### src/rtl/regfile_sequencer.sv
// Initiator sequencer for the 8x8 register file: READ -> EXEC -> WRITE per instruction.
// Optional macro REGSEQ_RETIRE_CNT_EN adds a 16-bit retire_cnt output.
module regfile_sequencer #(
   parameter int unsigned W  = 8,
   parameter int unsigned AW = 3
) (
   input  logic          clk,
   input  logic          rst,
   input  logic          instr_valid,
   output logic          instr_ready,
   input  logic [2:0]    opcode,
   input  logic [AW-1:0] dst,
   input  logic [AW-1:0] src_a,
   input  logic [AW-1:0] src_b,
   input  logic [W-1:0]  imm,
   output logic [AW-1:0] SA,
   output logic [AW-1:0] SB,
   input  logic [W-1:0]  Adata,
   input  logic [W-1:0]  Bdata,
   output logic [AW-1:0] DS,
   output logic          Load,
   output logic [W-1:0]  Ddata,
   output logic          done,
   output logic          carry,
   output logic          zero
`ifdef REGSEQ_RETIRE_CNT_EN
   ,
   output logic [15:0]   retire_cnt
`endif
);

   localparam logic [2:0] OP_LDI = 3'd0;
   localparam logic [2:0] OP_MOV = 3'd1;
   localparam logic [2:0] OP_ADD = 3'd2;
   localparam logic [2:0] OP_SUB = 3'd3;
   localparam logic [2:0] OP_AND = 3'd4;
   localparam logic [2:0] OP_OR  = 3'd5;
   localparam logic [2:0] OP_XOR = 3'd6;
   localparam logic [2:0] OP_NOP = 3'd7;

   typedef enum logic [1:0] {IDLE, READ, EXEC, WRITE} state_t;

   state_t          state_q, state_d;
   logic [2:0]      op_q, op_d;
   logic [AW-1:0]   dst_q, dst_d;
   logic [W-1:0]    imm_q, imm_d;
   logic            ready_d, load_d, done_d, carry_d, zero_d;
   logic [AW-1:0]   sa_d, sb_d, ds_d;
   logic [W-1:0]    ddata_d;

   logic [W:0]      sum_c, diff_c;
   logic [W-1:0]    alu_res_c;
   logic            alu_cout_c;

   // ALU on the live read data; diff_c[W] is the borrow out
   always_comb begin
      sum_c      = {1'b0, Adata} + {1'b0, Bdata};
      diff_c     = {1'b0, Adata} - {1'b0, Bdata};
      alu_res_c  = '0;
      alu_cout_c = 1'b0;
      case (op_q)
         OP_LDI: alu_res_c = imm_q;
         OP_MOV: alu_res_c = Adata;
         OP_ADD: begin alu_res_c = sum_c[W-1:0];  alu_cout_c = sum_c[W];  end
         OP_SUB: begin alu_res_c = diff_c[W-1:0]; alu_cout_c = diff_c[W]; end
         OP_AND: alu_res_c = Adata & Bdata;
         OP_OR:  alu_res_c = Adata | Bdata;
         OP_XOR: alu_res_c = Adata ^ Bdata;
         default: alu_res_c = '0;
      endcase
   end

   // Next state and next values of every registered output
   always_comb begin
      state_d = state_q;
      op_d    = op_q;
      dst_d   = dst_q;
      imm_d   = imm_q;
      ready_d = instr_ready;
      sa_d    = SA;
      sb_d    = SB;
      ds_d    = DS;
      ddata_d = Ddata;
      load_d  = 1'b0;
      done_d  = 1'b0;
      carry_d = carry;
      zero_d  = zero;
      case (state_q)
         IDLE: begin
            if (instr_valid && instr_ready) begin
               op_d    = opcode;
               dst_d   = dst;
               imm_d   = imm;
               sa_d    = src_a;
               sb_d    = src_b;
               ready_d = 1'b0;
               state_d = READ;
            end
         end
         READ: state_d = EXEC;
         EXEC: begin
            state_d = WRITE;
            done_d  = 1'b1;
            if (op_q != OP_NOP) begin
               load_d  = 1'b1;
               ds_d    = dst_q;
               ddata_d = alu_res_c;
               zero_d  = (alu_res_c == '0);
               if (op_q == OP_ADD || op_q == OP_SUB) carry_d = alu_cout_c;
            end
         end
         WRITE: begin
            state_d = IDLE;
            ready_d = 1'b1;
         end
         default: begin
            state_d = IDLE;
            ready_d = 1'b1;
         end
      endcase
   end

   always_ff @(posedge clk) begin
      if (rst) begin
         state_q     <= IDLE;
         op_q        <= '0;
         dst_q       <= '0;
         imm_q       <= '0;
         instr_ready <= 1'b1;
         SA          <= '0;
         SB          <= '0;
         DS          <= '0;
         Ddata       <= '0;
         Load        <= 1'b0;
         done        <= 1'b0;
         carry       <= 1'b0;
         zero        <= 1'b0;
      end else begin
         state_q     <= state_d;
         op_q        <= op_d;
         dst_q       <= dst_d;
         imm_q       <= imm_d;
         instr_ready <= ready_d;
         SA          <= sa_d;
         SB          <= sb_d;
         DS          <= ds_d;
         Ddata       <= ddata_d;
         Load        <= load_d;
         done        <= done_d;
         carry       <= carry_d;
         zero        <= zero_d;
      end
   end

`ifdef REGSEQ_RETIRE_CNT_EN
   // Counts alongside the done pulse so it is visible in the same cycle
   always_ff @(posedge clk) begin
      if (rst)         retire_cnt <= '0;
      else if (done_d) retire_cnt <= retire_cnt + 16'd1;
   end
`endif

endmodule
### config.mk
export PLATFORM = sky130hd
export DESIGN_NAME = regfile_sequencer
export DESIGN_NICKNAME = d
export VERILOG_FILES = /design/src/rtl/regfile_sequencer.sv
export SDC_FILE = /design/constraint.sdc
export NUM_CORES = 1
export LEC_CHECK = 0
export ABC_AREA = 1
export CORE_UTILIZATION = 53
export CTS_CLUSTER_SIZE = 20
export DETAILED_ROUTE_END_ITERATION = 10
export PLACE_DENSITY = 0.82
export SLEW_MARGIN = 0
export SYNTH_ARGS = -nofsm -noshare
export SYNTH_HDL_FRONTEND = slang
export SYNTH_SLANG_ARGS = --single-unit
### constraint.sdc
create_clock -name clk -period 3.15 [get_ports clk]
set_input_delay 0.4725 -clock clk [delete_from_list [all_inputs] [get_ports clk]]
set_output_delay 0.4725 -clock clk [all_outputs]
set_load 0.005 [all_outputs]
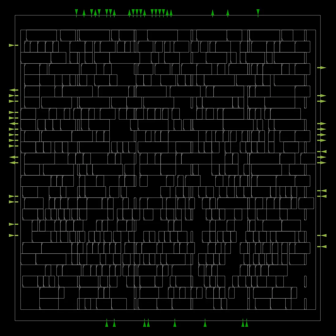
Run 1: cell placement
number of sequential cells: 38
fillers: 470
TAP cells: 67
flop share of the area: 22.0%

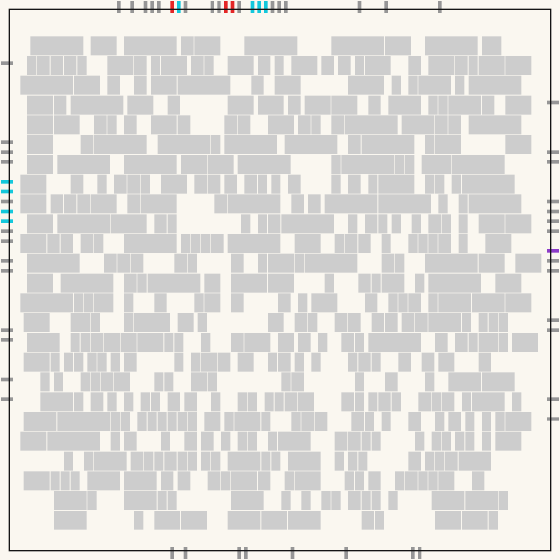
Run 1: pin map
Pins as bars across the die edge, other pins in grey.
[purple] rst | pins: 1 | direction: input | edge: right
[cyan] imm | pins: 8 | direction: input | edge: 4 left, 4 top
[red] src_a | pins: 3 | direction: input | edge: top
port bufs: 60
DIE HEIGHT: 74.3 um
Die W: 74.3 um

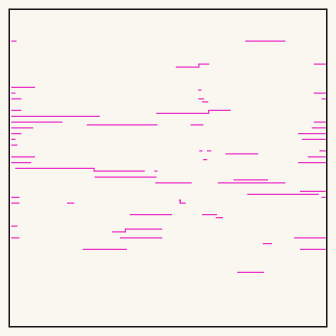
Run 1: the metal 3 layer
main direction: horizontal
wire length on this layer: 338 um
nets with wire on the layer: 51
detailed-route via count: 2829
WL final: 7.14 mm
GR Layer Usage met3: 4.20%

==> impl_metrics.csv, run 1 <==
group,metric,value,unit
sta,finClkSkew,7.53,ps
run,max_cap_viol_count,0,
power,p_seq_share,35.4,%
route,drc,0,
clock_network,postCtsHoldBufs,0,
status,outcome,"complete, no violations",
sta,tns,0,ps
worst_setup_path,reg2reg_depth,9,
cells_and_area,n_all_inverters,77,
sta,worst_slew_pin_slew,799,ps
worst_setup_path,crit_type,"in2reg",
synthesis,yosys.area_share.xor_xnor,0,%
synthesis,synth.yosys.seq_area_share,27.5,%
worst_setup_path,cp_data_required_time,3380,ps
worst_setup_path,crit_slowest_cell,"clkdlybuf4s50_1",
power,vdd_drop_max,0.419,mV
worst_hold_path,whs_endpoint,"SA[2]$_SDFFE_PP0P_",
sta,rsz0062_at_grt,"false",
worst_setup_path,critical_path.top_delay_family,"simple AND/OR/NAND/NOR gates",
route,drtPass1Iterations,5,
sta,slew_headroom,46.6,%
cells_and_area,logic_area,1630,sq um
cells_and_area,comb_cells,292,
worst_setup_path,max_stage_delay,500,ps
route,highest_layer,"met4",
cells_and_area,biggestCellCategory,"multi-input combinational cells",
power,comb-power,1.09,mW
cells_and_area,fin_nets,544,
synthesis,synth.area.top_cells,"dfxtp_1, ha_1, nand2_1, inv_1, nand3_1",
synthesis,yosysWarnings,0,
synthesis,netlist_area,2770,sq um
worst_setup_path,crit_chain,"clkdlybuf4s50_1 -> inv_1 -> ha_1 -> fa_1 -> inv_1 -> nand3_1 -> nand2_1 -> nand2_1 -> nand2_1 -> nand2_1 -> nand3_1 -> nand3_1 -> nor2_1 -> nand3_1 -> a21oi_2",
worst_setup_path,crit_end,"zero$_SDFFE_PP0P_",
clock_network,h-tree-depth,2,
synthesis,synth_flop_count,38,
worst_setup_path,cp-start-kind,"input port",
sta,finalSetupViolations,0,
synthesis,synthCells,422,
sta,finalClockPeriodUsage,77.0,%
route,wl_met3,338,um
place,place_hpwl,5.50,mm
clock_network,clk_latency,290,ps
worst_setup_path,critPathMaxFanout,3,
power,pwr_density_cell,641,nW/um^2
global_route,overflow,0,
power,p_int,1.30,mW
cells_and_area,reg_top3,"Ddata x8, imm_q x8",
route,antenna_left,0,
power,p_comb_share,49.0,%
global_route,gr-usage-met2,44.3,%
sta,fmax,412,MHz
floorplan,placeableCoreArea,4880,sq um
cells_and_area,lay_top_cells,"nand2_1, inv_1, clkdlybuf4s50_1",
sta,hold_slack,445,ps
synthesis,avgSynthCellArea,6.56,sq um
floorplan,die-area,5520,sq um
clock_network,cts_buffers,5,
power,pwr.group.clock,0.345,mW
global_route,globalRoute.busiestLayer,"met2",
clock_network,clock_path_buffers,2,
sta,fin_crit,2430,ps
worst_setup_path,r2r_setup_slack,940,ps
global_route,grt_util_all_layers,27.3,%
clock_network,cts_resized,0,
global_route,grt_util_met1,37.2,%
cells_and_area,clock_buffers,7,
synthesis,yosysTopAreaCellShare,27.5,%
global_route,grt_pass1_wl,11.5,mm
synthesis,ys_sh_mux,0,%
synthesis,ff_type,"dfxtp_1",
synthesis,top_area_cell,"dfxtp_1",
worst_setup_path,end_kind,"register",
synthesis,fp_nets,491,
worst_hold_path,whs_path_depth,2,
clock_network,postCtsSetupBuffers,0,
power,swShare,41.5,%
place,postPlaceCellArea,3370,sq um
synthesis,ys_area,2770,sq um
floorplan,ioPinCount,61,
cells_and_area,layout_top_cell,"nand2_1",
place,dp_slack,441,ps
cells_and_area,instances_no_fill,543,
sta,final_hold_viol_count,0,
cells_and_area,clk_share,2.64,%
place,place.gp.congestion,0.883,
synthesis,synthTopLogicFamily,"simple AND/OR/NAND/NOR gates",
worst_setup_path,critical_path_depth,15,
worst_setup_path,reg2reg_to,"zero$_SDFFE_PP0P_",
worst_setup_path,arrival,2660,ps
power,seq_power,0.785,mW
synthesis,synth-edff-count,0,
power,maxPowerGroup,"combinational logic",
power,p_total,2.22,mW
floorplan,rows,25,
cells_and_area,final_cell_area,3460,sq um
cells_and_area,sh_comb_area,47.0,%
worst_setup_path,cp-startpoint,"Adata[0]",
cells_and_area,signal_buffers,61,
floorplan,core_util_floorplan,56.7,%
cells_and_area,drive_gt1_share,4.62,%
worst_setup_path,r2r_start,"op_q[2]$_SDFFE_PP0P_",
cells_and_area,final_util,70.9,%
clock_network,clk_pin_slew,70,ps
synthesis,top_cell,"nand2_1",
route,met1Wirelength,3.28,mm
clock_network,clock-root-buffer,"clkbuf_8",
synthesis,ys_sh_simple,29.5,%
clock_network,cts_tree,"done",
power,switching_power,0.921,mW
synthesis,synth_async_sr_flop_share,0,%
==> run 1 -> run 2 <==
- CORE_UTILIZATION: 53 -> 46
- PLACE_DENSITY: 0.82 -> 0.76
- clock period: 3.15 -> 2 ns (I/O delays scaled with it)
==> run 2 against run 1 <==
Clock skew fell by 3.6 ps. Power rose by 72%. Sequential share of layout area fell by 2.7 points. Final area rose by 14%. Setup slack got worse by 620 ps. Flip-flop count did not move. Non-clock buffer count rose by 42. Register-to-register slack got worse by 770 ps. Largest power group unchanged.
==> impl_metrics.csv, run 2 <==
group,metric,value,unit
status,outcome,"complete, no violations",
cells_and_area,signal_buffers,103,
global_route,grt_antenna_before_repair,0,
global_route,grt_util_all_layers,24.3,%
worst_setup_path,cp_data_required_time,2210,ps
worst_setup_path,crit_end,"zero$_SDFFE_PP0P_",
synthesis,netlist_area,2770,sq um
clock_network,clk_pin_slew,70,ps
worst_setup_path,critical_path.top_delay_family,"simple AND/OR/NAND/NOR gates",
worst_setup_path,end_kind,"register",
synthesis,ys_sh_simple,29.5,%
global_route,grt_pass1_wl,12.2,mm
worst_setup_path,cp-start-kind,"input port",
cells_and_area,comb_cells,292,
global_route,grt_util_met1,30.8,%
worst_setup_path,reg2reg_to,"zero$_SDFFE_PP0P_",
floorplan,rows,27,
synthesis,yosysWarnings,0,
synthesis,synthCells,422,
synthesis,top_area_cell,"dfxtp_1",
synthesis,yosysTopAreaCellShare,27.5,%
sta,final_hold_viol_count,0,
worst_setup_path,r2r_start,"op_q[1]$_SDFFE_PP0P_",
cells_and_area,seq-cell-share,19.3,%
worst_setup_path,max_stage_delay,560,ps
cells_and_area,reg_top3,"Ddata x8, imm_q x8",
clock_network,postCtsHoldBufs,0,
power,vdd_drop_max,0.695,mV
sta,fmax,528,MHz
route,wl_met2,3.82,mm
floorplan,fp.dieW,79.6,um
worst_setup_path,cp-startpoint,"Adata[1]",
cells_and_area,ff_count,38,
cells_and_area,diodes,0,
synthesis,synth-edff-count,0,
worst_setup_path,critical_path_depth,13,
clock_network,clock-root-buffer,"clkbuf_8",
floorplan,die_y,79.6,um
synthesis,synth.area.top_cells,"dfxtp_1, ha_1, nand2_1, inv_1, nand3_1",
route,antenna_left,0,
power,pwr_density_cell,965,nW/um^2
cells_and_area,lay_top_cells,"nand2_1, inv_1, clkdlybuf4s50_1",
worst_setup_path,crit_type,"in2reg",
power,pwr-share-clk,13.9,%
route,drtIter0Drc,171,
cells_and_area,final_cell_area,3950,sq um
global_route,grt_use_met3,3.09,%
floorplan,die-area,6330,sq um
worst_setup_path,crit_buf_inv,4,
cells_and_area,clock_buffers,7,
place,postPlaceCellArea,3660,sq um
cells_and_area,drive_gt1_share,19.7,%
floorplan,taps,72,
route,highest_layer,"met4",
cells_and_area,sh_comb_area,44.7,%
power,p_total,3.81,mW
power,comb-power,2.09,mW
clock_network,cts_buffers,5,
place,place_hpwl,5.84,mm
global_route,gr-usage-met2,44.4,%
power,p_comb_share,54.9,%
synthesis,yosys.area_share.xor_xnor,0,%
run,max_cap_viol_count,0,
clock_network,cts_tree,"done",
sta,finalSetupViolations,0,
global_route,globalRoute.busiestLayer,"met2",
clock_network,cts_resized,14,
run,tool_warnings,45,
route,met1Wirelength,3.35,mm
worst_hold_path,whs_path_depth,2,
place,dp_slack,-506,ps
worst_setup_path,critPathMaxFanout,3,
floorplan,ioPinCount,61,
route,wl_met3,470,um
cells_and_area,logic_area,1760,sq um
clock_network,h-tree-depth,2,
sta,slew_headroom,68.6,%
cells_and_area,n_all_inverters,77,
clock_network,cts.sinks,38,
sta,fin_crit,1900,ps
worst_setup_path,reg2reg_depth,10,
synthesis,avgSynthCellArea,6.56,sq um
power,p_seq_share,31.2,%
sta,tns,0,ps
power,p_int,2.28,mW
synthesis,ff_type,"dfxtp_1",
cells_and_area,fin_nets,586,
worst_hold_path,hold_start,"SB[1]$_SDFFE_PP0P_",
power,switching_power,1.53,mW
cells_and_area,clk_share,2.32,%
cells_and_area,layout_top_cell,"nand2_1",
synthesis,synthTopLogicFamily,"simple AND/OR/NAND/NOR gates",
worst_setup_path,arrival,2110,ps
sta,finClkSkew,3.97,ps
power,seq_power,1.19,mW
worst_setup_path,crit_chain,"clkdlybuf4s15_1 -> inv_1 -> fa_2 -> inv_1 -> nand2_1 -> nand2_1 -> inv_1 -> nand2_1 -> nor2_2 -> nand3_2 -> nor3_2 -> nand3_1 -> a21oi_2",
clock_network,postCtsSetupBuffers,1,
worst_setup_path,crit_slowest_cell,"fa_2",
global_route,grt_pass1_vias,2784,
clock_network,clock_path_buffers,2,
cells_and_area,syn2layout_area_growth,42.5,%
worst_setup_path,r2r_setup_slack,170,ps
floorplan,core_util_floorplan,49.1,%
power,pwr.group.clock,0.530,mW
synthesis,synth.yosys.seq_area_share,27.5,%
sta,finalClockPeriodUsage,94.8,%
power,swShare,40.2,%
clock_network,clk_latency,280,ps
cells_and_area,fillers,488,
synthesis,ys_sh_mux,0,%
sta,hold_slack,447,ps
sta,worst_slew_pin_slew,471,ps
synthesis,top_cell,"nand2_1",
route,drc,0,
cells_and_area,instances_no_fill,590,
global_route,overflow,0,
power,maxPowerGroup,"combinational logic",
cells_and_area,biggestCellCategory,"multi-input combinational cells",
place,place.gp.congestion,0.872,
route,drtPass1Iterations,5,
synthesis,synth_flop_count,38,
synthesis,synth_async_sr_flop_share,0,%
worst_hold_path,whs_endpoint,"SB[1]$_SDFFE_PP0P_",
synthesis,fp_nets,491,
place,portBuffers,60,
synthesis,ys_area,2770,sq um
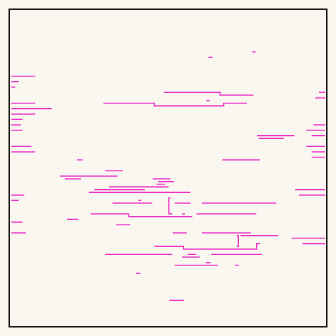
Run 2: the metal 3 layer
wire length on this layer: 471 um
nets with wire on the layer: 59
main direction: horizontal
longest straight run: 25.3 um
WL final: 7.73 mm
detailed-route via count: 3032

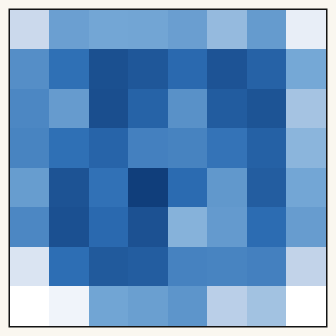
Run 2: cell density map
The die is cut into 8 by 8 equal tiles; white is low, dark blue is high, 0 to 100% covered.
mean over tiles: 61%
nearly empty tiles: 3.1%
tiles over 75% full: 33%
fullest tile: 95%
Core Util, Final: 69.9%
Core ar.: 5640 sq um

==> run 2 -> run 3 <==
- CORE_ASPECT_RATIO: not set -> 1.25
- CORE_UTILIZATION: 46 -> 53
- PLACE_DENSITY: 0.76 -> 0.82
- clock period: 2 -> 2.2 ns (I/O delays scaled with it)
==> run 3 against run 2 <==
The run now ends with DRC left. Die size fell by 13%. Core utilization grew 5.0 points. Sequential power down 8%. Critical path type unchanged. Largest cell class unchanged. Largest power group unchanged.
==> impl_metrics.csv, run 3 <==
group,metric,value,unit
worst_setup_path,reg2reg_to,"zero$_SDFFE_PP0P_",
clock_network,clk_latency,290,ps
clock_network,postCtsHoldBufs,0,
sta,tns,0,ps
global_route,grt_util_met1,33.2,%
route,highest_layer,"met4",
cells_and_area,clk_share,3.77,%
cells_and_area,diodes,0,
route,drc,2,
cells_and_area,final_util,75.0,%
route,num_vias,2985,
clock_network,postCtsSetupBuffers,0,
cells_and_area,biggestCellCategory,"multi-input combinational cells",
clock_network,clock_path_buffers,2,
worst_setup_path,reg2reg_depth,10,
sta,finClkSkew,4.52,ps
cells_and_area,signal_buffers,92,
worst_setup_path,cp-startpoint,"Bdata[2]",
synthesis,ys_sh_simple,29.5,%
synthesis,ys_area,2770,sq um
power,p_int,2.22,mW
synthesis,synth.area.top_cells,"dfxtp_1, ha_1, nand2_1, inv_1, nand3_1",
synthesis,synth-edff-count,0,
cells_and_area,final_cell_area,3780,sq um
worst_setup_path,crit_buf_inv,4,
sta,finalClockPeriodUsage,93.3,%
synthesis,synth.yosys.seq_area_share,27.5,%
cells_and_area,logic_area,1660,sq um
synthesis,yosysTopAreaCellShare,27.5,%
floorplan,taps,62,
synthesis,fp_nets,491,
cells_and_area,reg_top3,"Ddata x8, imm_q x8",
status,failed_checks,"DRC",
sta,final_hold_viol_count,0,
sta,fin_crit,2050,ps
sta,finalSetupViolations,0,
synthesis,synth_async_sr_flop_share,0,%
synthesis,top_cell,"nand2_1",
synthesis,synthTopLogicFamily,"simple AND/OR/NAND/NOR gates",
power,pwr.group.clock,0.734,mW
power,p_total,3.59,mW
clock_network,cts_buffers,5,
route,drtIter0Drc,158,
clock_network,clk_pin_slew,70,ps
synthesis,yosysWarnings,0,
global_route,gr-usage-met2,47.4,%
worst_setup_path,crit_slowest_cell,"clkdlybuf4s50_1",
place,portBuffers,60,
worst_setup_path,cp-start-kind,"input port",
global_route,globalRoute.busiestLayer,"met2",
floorplan,core_util_floorplan,54.9,%
synthesis,ys_sh_mux,0,%
synthesis,yosys.area_share.xor_xnor,0,%
cells_and_area,syn2layout_area_growth,36.6,%
route,met1Wirelength,3.03,mm
power,swShare,38.0,%
power,p_seq_share,30.4,%
power,pwr-share-clk,20.5,%
route,drtPass1Iterations,7,
route,routed_wl,7.56,mm
status,outcome,"finished with violations",
place,place.gp.congestion,0.906,
clock_network,cts_resized,3,
sta,worst_slew_pin_slew,532,ps
cells_and_area,comb_cells,292,
cells_and_area,drive_gt1_share,13.0,%
sta,fmax,487,MHz
worst_setup_path,end_kind,"register",
global_route,overflow,0,
cells_and_area,ff_count,38,
clock_network,cts.sinks,38,
place,postPlaceCellArea,3590,sq um
cells_and_area,instances_no_fill,569,
worst_hold_path,whs_path_depth,2,
route,wl_met3,401,um
power,vdd_drop_max,0.449,mV
run,tool_warnings,45,
clock_network,h-tree-depth,2,
place,dp_slack,-326,ps
worst_hold_path,whs_endpoint,"SA[2]$_SDFFE_PP0P_",
synthesis,top_area_cell,"dfxtp_1",
synthesis,netlist_area,2770,sq um
worst_setup_path,r2r_start,"op_q[1]$_SDFFE_PP0P_",
worst_setup_path,crit_chain,"clkdlybuf4s50_1 -> inv_1 -> ha_2 -> inv_2 -> nand2_1 -> buf_4 -> nand3_1 -> nand3_1 -> nand3_1 -> nor3_2 -> nand3_1 -> a21oi_2",
worst_setup_path,arrival,2280,ps
global_route,grt_antenna_before_repair,0,
global_route,grt_util_all_layers,28.1,%
worst_hold_path,hold_start,"SA[2]$_SDFFE_PP0P_",
synthesis,synth_flop_count,38,
global_route,grt_pass1_wl,12.2,mm
cells_and_area,clock_buffers,6,
cells_and_area,n_all_inverters,77,
worst_setup_path,critical_path_depth,12,
cells_and_area,layout_top_cell,"nand2_1",
power,p_comb_share,49.1,%
synthesis,ff_type,"dfxtp_1",
cells_and_area,lay_top_cells,"nand2_1, inv_1, clkdlybuf4s50_1",
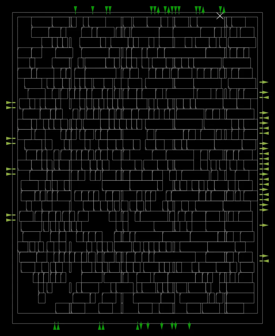
Run 3: cell placement
fillers: 405
row count: 29
Core ar.: 5040 sq um
flop share of the area: 20.1%

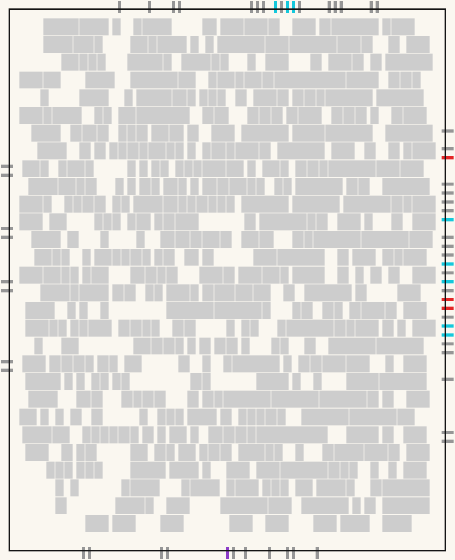
Run 3: pin map
Pins as bars across the die edge, other pins in grey.
[cyan] imm | pins: 8 | direction: input | edge: 5 right, 3 top
[red] src_a | pins: 3 | direction: input | edge: right
[purple] rst | pins: 1 | direction: input | edge: bottom
all pins by edge: 25 right, 17 top, 11 bottom, 8 left
Die W: 66.7 um
DIE HEIGHT: 82.8 um

Power figures rest on the tool's default switching activity, not on a simulated workload.
